<file path="src/rtl/div_unit.sv">
// ============================================================================
// Module   : div_unit
// Brief    : 32-bit signed/unsigned restoring divider, one quotient bit per
//            cycle, with divide-by-zero short path and pipeline-flush annul.
// Revision : 1.0 - initial release
// ============================================================================
`default_nettype none

module div_unit (
    input  logic        clk,
    input  logic        rst,
    input  logic        signed_div_i,
    input  logic [31:0] opdata1_i,
    input  logic [31:0] opdata2_i,
    input  logic        start_i,
    input  logic        annul_i,
    output logic [63:0] result_o,
    output logic        ready_o
);

    typedef enum logic [1:0] {
        S_IDLE    = 2'd0,
        S_DIVZERO = 2'd1,
        S_ON      = 2'd2,
        S_END     = 2'd3
    } state_t;

    localparam logic [4:0] C_LAST_ITER = 5'd31;

    state_t      state_q;
    logic [4:0]  cnt_q;
    logic [64:0] work_q;
    logic [31:0] divisor_q;
    logic        neg_quot_q;
    logic        neg_rem_q;

    logic [31:0] dividend_mag_d;
    logic [31:0] divisor_mag_d;
    logic [33:0] diff_d;
    logic [64:0] work_d;
    logic [31:0] quot_fix_d;
    logic [31:0] rem_fix_d;

    always_comb begin
        dividend_mag_d = (signed_div_i && opdata1_i[31]) ? (32'd0 - opdata1_i) : opdata1_i;
        divisor_mag_d  = (signed_div_i && opdata2_i[31]) ? (32'd0 - opdata2_i) : opdata2_i;

        // Trial subtract on the left-shifted partial remainder; the borrow
        // (diff_d[33]) decides whether the subtraction is kept.
        diff_d = work_q[64:31] - {2'b00, divisor_q};
        if (diff_d[33]) begin
            work_d = {work_q[63:0], 1'b0};
        end else begin
            work_d = {diff_d[32:0], work_q[30:0], 1'b1};
        end

        quot_fix_d = neg_quot_q ? (32'd0 - work_d[31:0])  : work_d[31:0];
        rem_fix_d  = neg_rem_q  ? (32'd0 - work_d[63:32]) : work_d[63:32];
    end

    always_ff @(posedge clk) begin
        if (rst) begin
            state_q    <= S_IDLE;
            cnt_q      <= 5'd0;
            work_q     <= 65'd0;
            divisor_q  <= 32'd0;
            neg_quot_q <= 1'b0;
            neg_rem_q  <= 1'b0;
            result_o   <= 64'd0;
            ready_o    <= 1'b0;
        end else begin
            case (state_q)
                S_IDLE: begin
                    result_o <= 64'd0;
                    ready_o  <= 1'b0;
                    if (start_i && !annul_i) begin
                        if (opdata2_i == 32'd0) begin
                            state_q <= S_DIVZERO;
                        end else begin
                            state_q    <= S_ON;
                            cnt_q      <= 5'd0;
                            work_q     <= {33'd0, dividend_mag_d};
                            divisor_q  <= divisor_mag_d;
                            neg_quot_q <= signed_div_i && (opdata1_i[31] ^ opdata2_i[31]);
                            neg_rem_q  <= signed_div_i && opdata1_i[31];
                        end
                    end
                end
                S_DIVZERO: begin
                    result_o <= 64'd0;
                    if (annul_i) begin
                        state_q <= S_IDLE;
                        ready_o <= 1'b0;
                    end else begin
                        state_q <= S_END;
                        ready_o <= 1'b1;
                    end
                end
                S_ON: begin
                    if (annul_i) begin
                        state_q  <= S_IDLE;
                        cnt_q    <= 5'd0;
                        result_o <= 64'd0;
                        ready_o  <= 1'b0;
                    end else begin
                        work_q <= work_d;
                        cnt_q  <= cnt_q + 5'd1;
                        if (cnt_q == C_LAST_ITER) begin
                            state_q  <= S_END;
                            result_o <= {rem_fix_d, quot_fix_d};
                            ready_o  <= 1'b1;
                        end
                    end
                end
                S_END: begin
                    // Result is held until EX releases start_i.
                    if (!start_i) begin
                        state_q  <= S_IDLE;
                        cnt_q    <= 5'd0;
                        result_o <= 64'd0;
                        ready_o  <= 1'b0;
                    end
                end
                default: begin
                    state_q  <= S_IDLE;
                    result_o <= 64'd0;
                    ready_o  <= 1'b0;
                end
            endcase
        end
    end

endmodule

`default_nettype wire

</file>
<file path="config.mk">
export PLATFORM = sky130hd
export DESIGN_NAME = div_unit
export DESIGN_NICKNAME = d
export VERILOG_FILES = /design/src/rtl/div_unit.sv
export SDC_FILE = /design/constraint.sdc
export NUM_CORES = 1
export LEC_CHECK = 0
export ABC_AREA = 0
export CORE_ASPECT_RATIO = 1.2
export CORE_MARGIN = 1.5
export CORE_UTILIZATION = 50
export DETAILED_ROUTE_END_ITERATION = 10
export PLACE_DENSITY = 0.72
export RECOVER_POWER = 100
export SYNTH_ARGS = -nofsm -noshare
export SYNTH_HDL_FRONTEND = slang
export SYNTH_SLANG_ARGS = --single-unit
</file>
<file path="constraint.sdc">
create_clock -name clk -period 7.35 [get_ports clk]
set_input_delay 1.1025 -clock clk [delete_from_list [all_inputs] [get_ports clk]]
set_output_delay 1.1025 -clock clk [all_outputs]
set_load 0.05 [all_outputs]
</file>
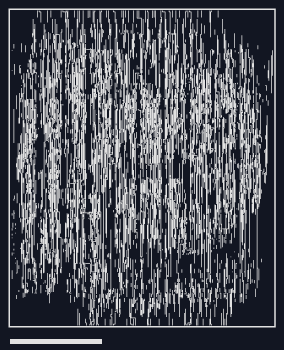
*The metal 2 layer*
Scale bar: 50 um.
longest straight run = 66.0 um
wire length on this layer = 19300 um
share of all routed wire = 51%
nets with wire on the layer = 1509

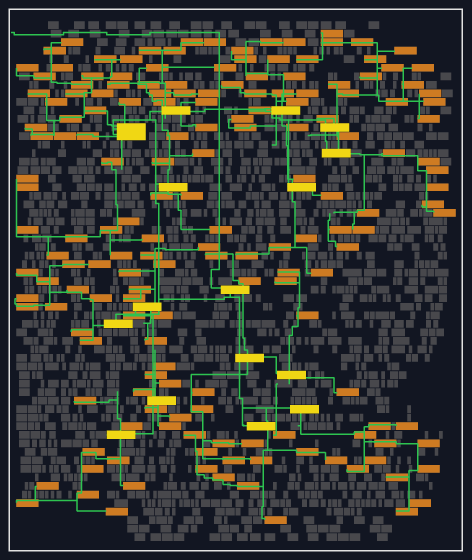
*Clock network drawn from the DEF*
orange -> flip-flops  # count 171
yellow -> clock drivers  # count 17
green -> clock wires  # length 2390 um
routed clock nets = 18
flops lie = widely spread

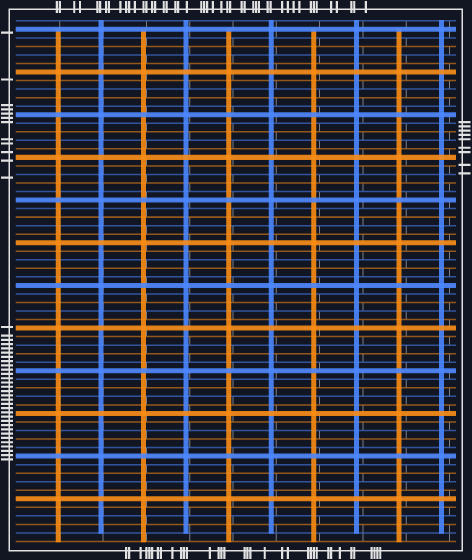
*Floorplan with the power grid*
Pins as bars on the die edge. Tap cells in grey.
blue -> VDD
orange -> VSS
signal pins = 134
tap cells = 315
rows = 61
chip width: 144 um
area of the core: 0.0233 mm2
Die Y-Extent: 172 um

==> Slide: Implementation Results <==
Physical Implementation Snapshot

Status
  – Outcome: complete, but fails checks
  – Failing checks: max-capacitance violations, max-slew violations

CTS
  – Total CTS buffers: 17

Floorplan
  – FP Util: 51.2%

Routing
  – WL met2: 19300 um
  – DRT iter0 DRCs: 721

GRT
  – First-pass GRT wire length: 59700 um
  – Grt peak-use layer: met2

Setup path
  – Worst path slowest cell: or2_1
  – Worst path most repeated cell: nor3_1
  – CP Capture Type: flop
  – Crit path from: opdata2_i[8]

Cells and area
  – Synthesis-to-finish area growth: 16.2%
  – Antenna cells: 0
  – Sequential cell area share: 24.7%
  – Final Core Density: 59.5%

Synth
  – Top non-seq family: AND-OR/OR-AND gates
  – Synthesized area per cell: 7.39 um2
  – Register share after synthesis: 28.7%

Power
  – Int Pwr: 0.00206 W
  – Worst ir drop on vdd: 0.185 mV
  – Final Power: 0.00383 W

Final timing
  – Slack of the critical path: 1600 ps
  – Fin crit period: 5750 ps
  – Pins Over Slew Limit: 222

Run
  – Total of max-cap violations: 5

Placed design
  – Final RePlAce weighted congestion: 0.914
  – Port bufs: 133

Hold path
  – Hold WC Path Type: flop to flop
## metrics by stage
step	area [um2]	hold WS, ps
2_1_floorplan	11900	432
3_3_place_gp	13300	435
3_5_place_dp	13300	438
4_1_cts	13900	449
5_1_grt	13800	472
6_report	13800	445
## worst reg2reg max path: stages, from the launching register on
cell and delay [ps]:
dfxtp_1 390, ha_1 500, nand4_1 220, nor3_1 410, o211ai_1 290, a21oi_1 240
o211a_4 670, clkinvlp_2 300, buf_4 330, nand2_1 120, o21ai_0 130, inv_1 100
ha_1 200, o211ai_1 170, nor4_1 210, mux2_2 240, o21ai_0 170, o41ai_1 650
xnor2_1 180, o21ai_1 70
Power figures rest on the tool's default switching activity, not on a simulated workload.
